$ cat src/rtl/fetch_queue.sv
// fetch_queue: decoupled instruction fetch unit.
//
// Owns the fetch PC and issues one outstanding request at a time to the instruction cache.
// Each response is stored together with its PC in a DEPTH-entry circular queue. The queue
// head is offered to decode over a valid/ready handshake. A redirect flushes the queue,
// reloads the PC and discards any response still in flight. Fetching a halt instruction
// stops fetch until the next redirect.
//
// Ports:
//   clk, rst               clock (rising edge), asynchronous active-low reset
//   ic_req_valid/addr      request to the instruction cache (addr = fetch PC)
//   ic_req_ready           cache accepts the request this cycle
//   ic_resp_valid/data     cache response
//   redirect_valid/pc      pipeline redirect and its target
//   dec_valid/instr/pc     queue head offered to decode
//   dec_next_pc            head PC + PC_STEP
//   dec_ready              decode consumes the head
//   occupancy              number of queued entries
//   halted                 a halt instruction was fetched; fetch is stopped
module fetch_queue #(
  parameter int unsigned           ADDR_WIDTH  = 16,
  parameter int unsigned           INSTR_WIDTH = 16,
  parameter int unsigned           DEPTH       = 4,
  parameter int unsigned           PC_STEP     = 2,
  parameter logic [ADDR_WIDTH-1:0] RESET_PC    = '0,
  parameter logic [3:0]            HALT_OPCODE = 4'hF
) (
  input  logic                         clk,
  input  logic                         rst,
  output logic                         ic_req_valid,
  output logic [ADDR_WIDTH-1:0]        ic_req_addr,
  input  logic                         ic_req_ready,
  input  logic                         ic_resp_valid,
  input  logic [INSTR_WIDTH-1:0]       ic_resp_data,
  input  logic                         redirect_valid,
  input  logic [ADDR_WIDTH-1:0]        redirect_pc,
  output logic                         dec_valid,
  output logic [INSTR_WIDTH-1:0]       dec_instr,
  output logic [ADDR_WIDTH-1:0]        dec_pc,
  output logic [ADDR_WIDTH-1:0]        dec_next_pc,
  input  logic                         dec_ready,
  output logic [$clog2(DEPTH+1)-1:0]   occupancy,
  output logic                         halted
);

  localparam int unsigned PtrW = $clog2(DEPTH);
  localparam int unsigned CntW = $clog2(DEPTH + 1);

  typedef enum logic [1:0] {
    StFetch,
    StWait,
    StHalted
  } state_e;

  state_e                  state_q, state_d;
  logic [ADDR_WIDTH-1:0]   fetch_pc_q, fetch_pc_d;
  logic                    drop_q, drop_d;
  logic [PtrW-1:0]         head_q, head_d;
  logic [PtrW-1:0]         tail_q, tail_d;
  logic [CntW-1:0]         count_q, count_d;

  logic [ADDR_WIDTH-1:0]   pc_mem_q    [DEPTH];
  logic [INSTR_WIDTH-1:0]  instr_mem_q [DEPTH];

  logic push;
  logic pop;
  logic is_halt;

  assign is_halt = (ic_resp_data[INSTR_WIDTH-1 -: 4] == HALT_OPCODE);

  // Outputs. ic_req_valid is gated by rst so it stays low while reset is held.
  always_comb begin
    ic_req_valid = rst && (state_q == StFetch) && (count_q < CntW'(DEPTH)) && !redirect_valid;
    ic_req_addr  = fetch_pc_q;
    dec_valid    = (count_q != '0);
    dec_instr    = instr_mem_q[head_q];
    dec_pc       = pc_mem_q[head_q];
    dec_next_pc  = pc_mem_q[head_q] + ADDR_WIDTH'(PC_STEP);
    occupancy    = count_q;
    halted       = (state_q == StHalted);
  end

  // Next-state logic. A redirect overrides everything, including a same-cycle pop or push.
  always_comb begin
    state_d    = state_q;
    fetch_pc_d = fetch_pc_q;
    drop_d     = drop_q;
    head_d     = head_q;
    tail_d     = tail_q;
    count_d    = count_q;
    push       = 1'b0;
    pop        = dec_valid && dec_ready;

    if (redirect_valid) begin
      head_d     = '0;
      tail_d     = '0;
      count_d    = '0;
      fetch_pc_d = redirect_pc;
      if ((state_q == StWait) && !ic_resp_valid) begin
        // Request still in flight: wait for it and throw it away.
        state_d = StWait;
        drop_d  = 1'b1;
      end else begin
        // Any response arriving now belongs to the old stream and is consumed here.
        state_d = StFetch;
        drop_d  = 1'b0;
      end
    end else begin
      case (state_q)
        StFetch: begin
          if (ic_req_valid && ic_req_ready) begin
            state_d = StWait;
          end
        end
        StWait: begin
          if (ic_resp_valid) begin
            if (drop_q) begin
              drop_d  = 1'b0;
              state_d = StFetch;
            end else begin
              push       = 1'b1;
              fetch_pc_d = fetch_pc_q + ADDR_WIDTH'(PC_STEP);
              state_d    = is_halt ? StHalted : StFetch;
            end
          end
        end
        StHalted: begin
          state_d = StHalted;
        end
        default: begin
          state_d = StFetch;
        end
      endcase

      // Power-of-two depth lets the pointers wrap naturally.
      if (push) begin
        tail_d = tail_q + PtrW'(1);
      end
      if (pop) begin
        head_d = head_q + PtrW'(1);
      end
      case ({push, pop})
        2'b10:   count_d = count_q + CntW'(1);
        2'b01:   count_d = count_q - CntW'(1);
        default: count_d = count_q;
      endcase
    end
  end

  always_ff @(posedge clk or negedge rst) begin
    if (!rst) begin
      state_q    <= StFetch;
      fetch_pc_q <= RESET_PC;
      drop_q     <= 1'b0;
      head_q     <= '0;
      tail_q     <= '0;
      count_q    <= '0;
    end else begin
      state_q    <= state_d;
      fetch_pc_q <= fetch_pc_d;
      drop_q     <= drop_d;
      head_q     <= head_d;
      tail_q     <= tail_d;
      count_q    <= count_d;
    end
  end

  // Queue storage needs no reset: entries are only read when counted as valid.
  always_ff @(posedge clk) begin
    if (push) begin
      pc_mem_q[tail_q]    <= fetch_pc_q;
      instr_mem_q[tail_q] <= ic_resp_data;
    end
  end

endmodule

$ cat config.mk
export PLATFORM = sky130hd
export DESIGN_NAME = fetch_queue
export DESIGN_NICKNAME = d
export VERILOG_FILES = /design/src/rtl/fetch_queue.sv
export SDC_FILE = /design/constraint.sdc
export NUM_CORES = 1
export LEC_CHECK = 0
export CELL_PAD_IN_SITES_DETAIL_PLACEMENT = 1
export CELL_PAD_IN_SITES_GLOBAL_PLACEMENT = 1
export CORE_ASPECT_RATIO = 0.5
export CORE_MARGIN = 1.5
export CORE_UTILIZATION = 30
export DETAILED_ROUTE_END_ITERATION = 16
export DONT_BUFFER_PORTS = 1
export GPL_TIMING_DRIVEN = 0
export PLACE_DENSITY = 0.52
export SLEW_MARGIN = 20
export SYNTH_ARGS = -nofsm -noshare
export SYNTH_HDL_FRONTEND = slang
export SYNTH_SLANG_ARGS = --single-unit
$ cat constraint.sdc
create_clock -name clk -period 2.9 [get_ports clk]
set_clock_uncertainty 0.05 [all_clocks]
set_input_delay 0.87 -clock clk [delete_from_list [all_inputs] [get_ports clk]]
set_output_delay 0.87 -clock clk [all_outputs]
set_load 0.05 [all_outputs]
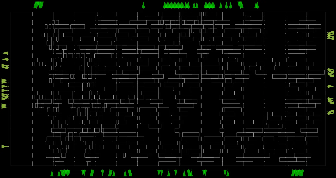
Fig. 1. Cell placement.
core area: 0.0207 sq mm
row cnt: 37
Filler cells: 2028
Taps Inserted: 273

==> impl_metrics.py <==
# Auto-generated metrics
metrics = {
    "detailed_routing": {
        "drt-met1-wl_um": 6800,
        "drc": 0,
        "vias": 3426,
        "highest_layer": "met4",
        "routed_wl_um": 15500,
        "drtPass1Iterations": 4,
        "wl_met3_um": 816,
        "drt_iter0_markers": 209,
        "route.met2.wl_um": 7690,
        "wl_per_cell_um": 22.2,
    },
    "finish": {
        "clockNetworkAreaShare_pct": 7.30,
        "seq_area_sq_mm": 0.00449,
        "postLayoutCoreUtil_pct": 38.9,
        "buf_share_pct": 5.35,
        "nets": 457,
        "inverters": 7,
        "logic_gate_count": 191,
        "n_clock_buffer": 21,
        "fin_area_sq_mm": 0.00805,
        "area_growth_syn_to_layout_pct": 26.3,
        "layout_top_cells": "128 x edfxtp_1, 32 x mux4_2, 26 x dfrtp_1",
        "final_cells": 698,
        "n_antenna_cell": 0,
        "dominant_cells": "flip-flops and latches",
        "logic_area_sq_mm": 0.00217,
        "nNonClkBuffers": 41,
        "drive_above_1_share_pct": 31.5,
        "comb_share_pct": 26.9,
    },
    "final_timing": {
        "fin_crit_sh_pct": 132,
        "finalHoldViolCount": 0,
        "max_freq_mhz": 261,
        "setup_ws_ns": -0.936,
        "tightest_slew_ns": 0.818,
        "grt_setup_unrepaired": "yes",
        "fin_setup_tns_ns": -15.93,
        "fin_hold_ws_ns": 0.0935,
        "setup_violations": 34,
        "period_needed_ns": 3.84,
        "final_max_slew_viol_count": 0,
        "max_slew_margin_pct": 45.5,
    },
    "setup_path": {
        "cp_slowest_cell": "mux4_2",
        "crit_fanout": 5,
        "r2r_slack_ns": 0.30,
        "worstPathRequired_ns": 1.98,
        "crit_arrival_ns": 2.92,
        "worstRegToRegCells": 6,
        "critPathTopFamily": "multiplexers",
        "cp.depth": 7,
        "timing.rr.end": "occupancy[2]",
        "path_class": "flop to primary output",
        "rr_startpoint": "occupancy[0]",
        "critPathMaxStageDelay_ns": 0.63,
        "startpoint": "head_q[0]",
        "start_kind": "flop",
    },
    "global_routing": {
        "grt_pass1_vias": 3885,
        "grt_usage_pct": 14.9,
        "top_usage_layer": "met2",
        "grt_pass1_wl_um": 24200,
        "antenna_found_initial": 0,
        "groute.layer.met2.usage_pct": 24.8,
        "grt_max_degree": 33,
        "grt_remaining_overflow": 0,
        "gr-usage-met3_pct": 4.90,
        "grtUsageMet1_pct": 18.8,
    },
    "synthesis": {
        "xor_area_share_pct": 3.57,
        "netlist_area_sq_mm": 0.00637,
        "edf_count": 128,
        "ys.flops": 154,
        "ys_sh_adder_pct": 1.49,
        "synth_warnings": 0,
        "syn_area_per_cell_sq_um": 17.3,
        "synth.distinct_cells": 38,
        "yosysMostFrequentCell": "edfxtp_1",
        "ys_sh_simple_pct": 8.15,
        "synthAoiAreaFrac_pct": 2.12,
        "ys_chip_area_sq_mm": 0.00637,
        "synthTopCellsByArea": "edfxtp_1 60%, mux4_2 11%, dfrtp_1 10%",
        "ys_cells": 369,
        "mux_share_pct": 12.2,
        "synth_seq_share_pct": 70.5,
        "largest_area_cell": "edfxtp_1",
        "top_area_share_pct": 60.3,
        "async_flop_share_pct": 16.9,
        "ff_type": "edfxtp_1",
    },
    "power": {
        "power_density_mw_per_mm2": 920,
        "ir_worst_vdd_mv": 0.359,
        "switching_share_pct": 36.6,
        "p_clk_share_pct": 30.0,
        "p_comb_share_pct": 33.2,
        "p_seq_mw": 2.73,
        "total_power_mw": 7.41,
        "power-top-group": "registers",
        "switchingPower_mw": 2.71,
        "p_clk_mw": 2.22,
        "pwr.group.combinational_mw": 2.46,
        "seqPwrFrac_pct": 36.9,
        "intPower_mw": 4.70,
        "p_leak_nw": 2.63,
    },
    "floorplanning": {
        "die_y_um": 106,
        "die_width_um": 209,
        "chipArea_sq_mm": 0.0222,
        "initCoreUtil_pct": 30.8,
    },
    "clock_network": {
        "post_cts_resize_count": 46,
        "clk_pin_slew_ns": 0.06,
        "cts.sinks": 154,
        "clock.latency.late_pin_ns": 0.41,
        "cts_tree": "yes",
        "ctsHtreeMaxLevel": 4,
        "post_cts_buffers": 17,
        "clockBufferDepth": 2,
    },
    "outcome": {
        "status": "finished, violations left",
        "violations": "negative setup slack",
    },
    "placement": {
        "placed_cells": 642,
        "placed_cell_area_sq_mm": 0.00703,
        "place_ws_ns": -0.677,
        "place_congestion": 0.743,
        "place_hpwl_um": 10200,
    },
    "hold_path": {
        "hold_class": "input pin to asynchronous set/reset pin",
    },
    "run": {
        "warnings": 32,
    },
}
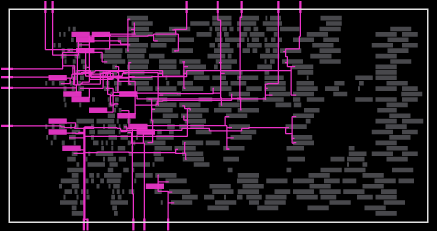
Fig. 2. I/O nets highlighted.
`ic_req_addr` -> magenta  # bits 16, direction output, edge 7 north, 5 south, 4 west, end cells 16, buffers 0, wire 2100 um
# IOs: 108
IO buf count: 0

Power figures rest on the tool's default switching activity, not on a simulated workload.
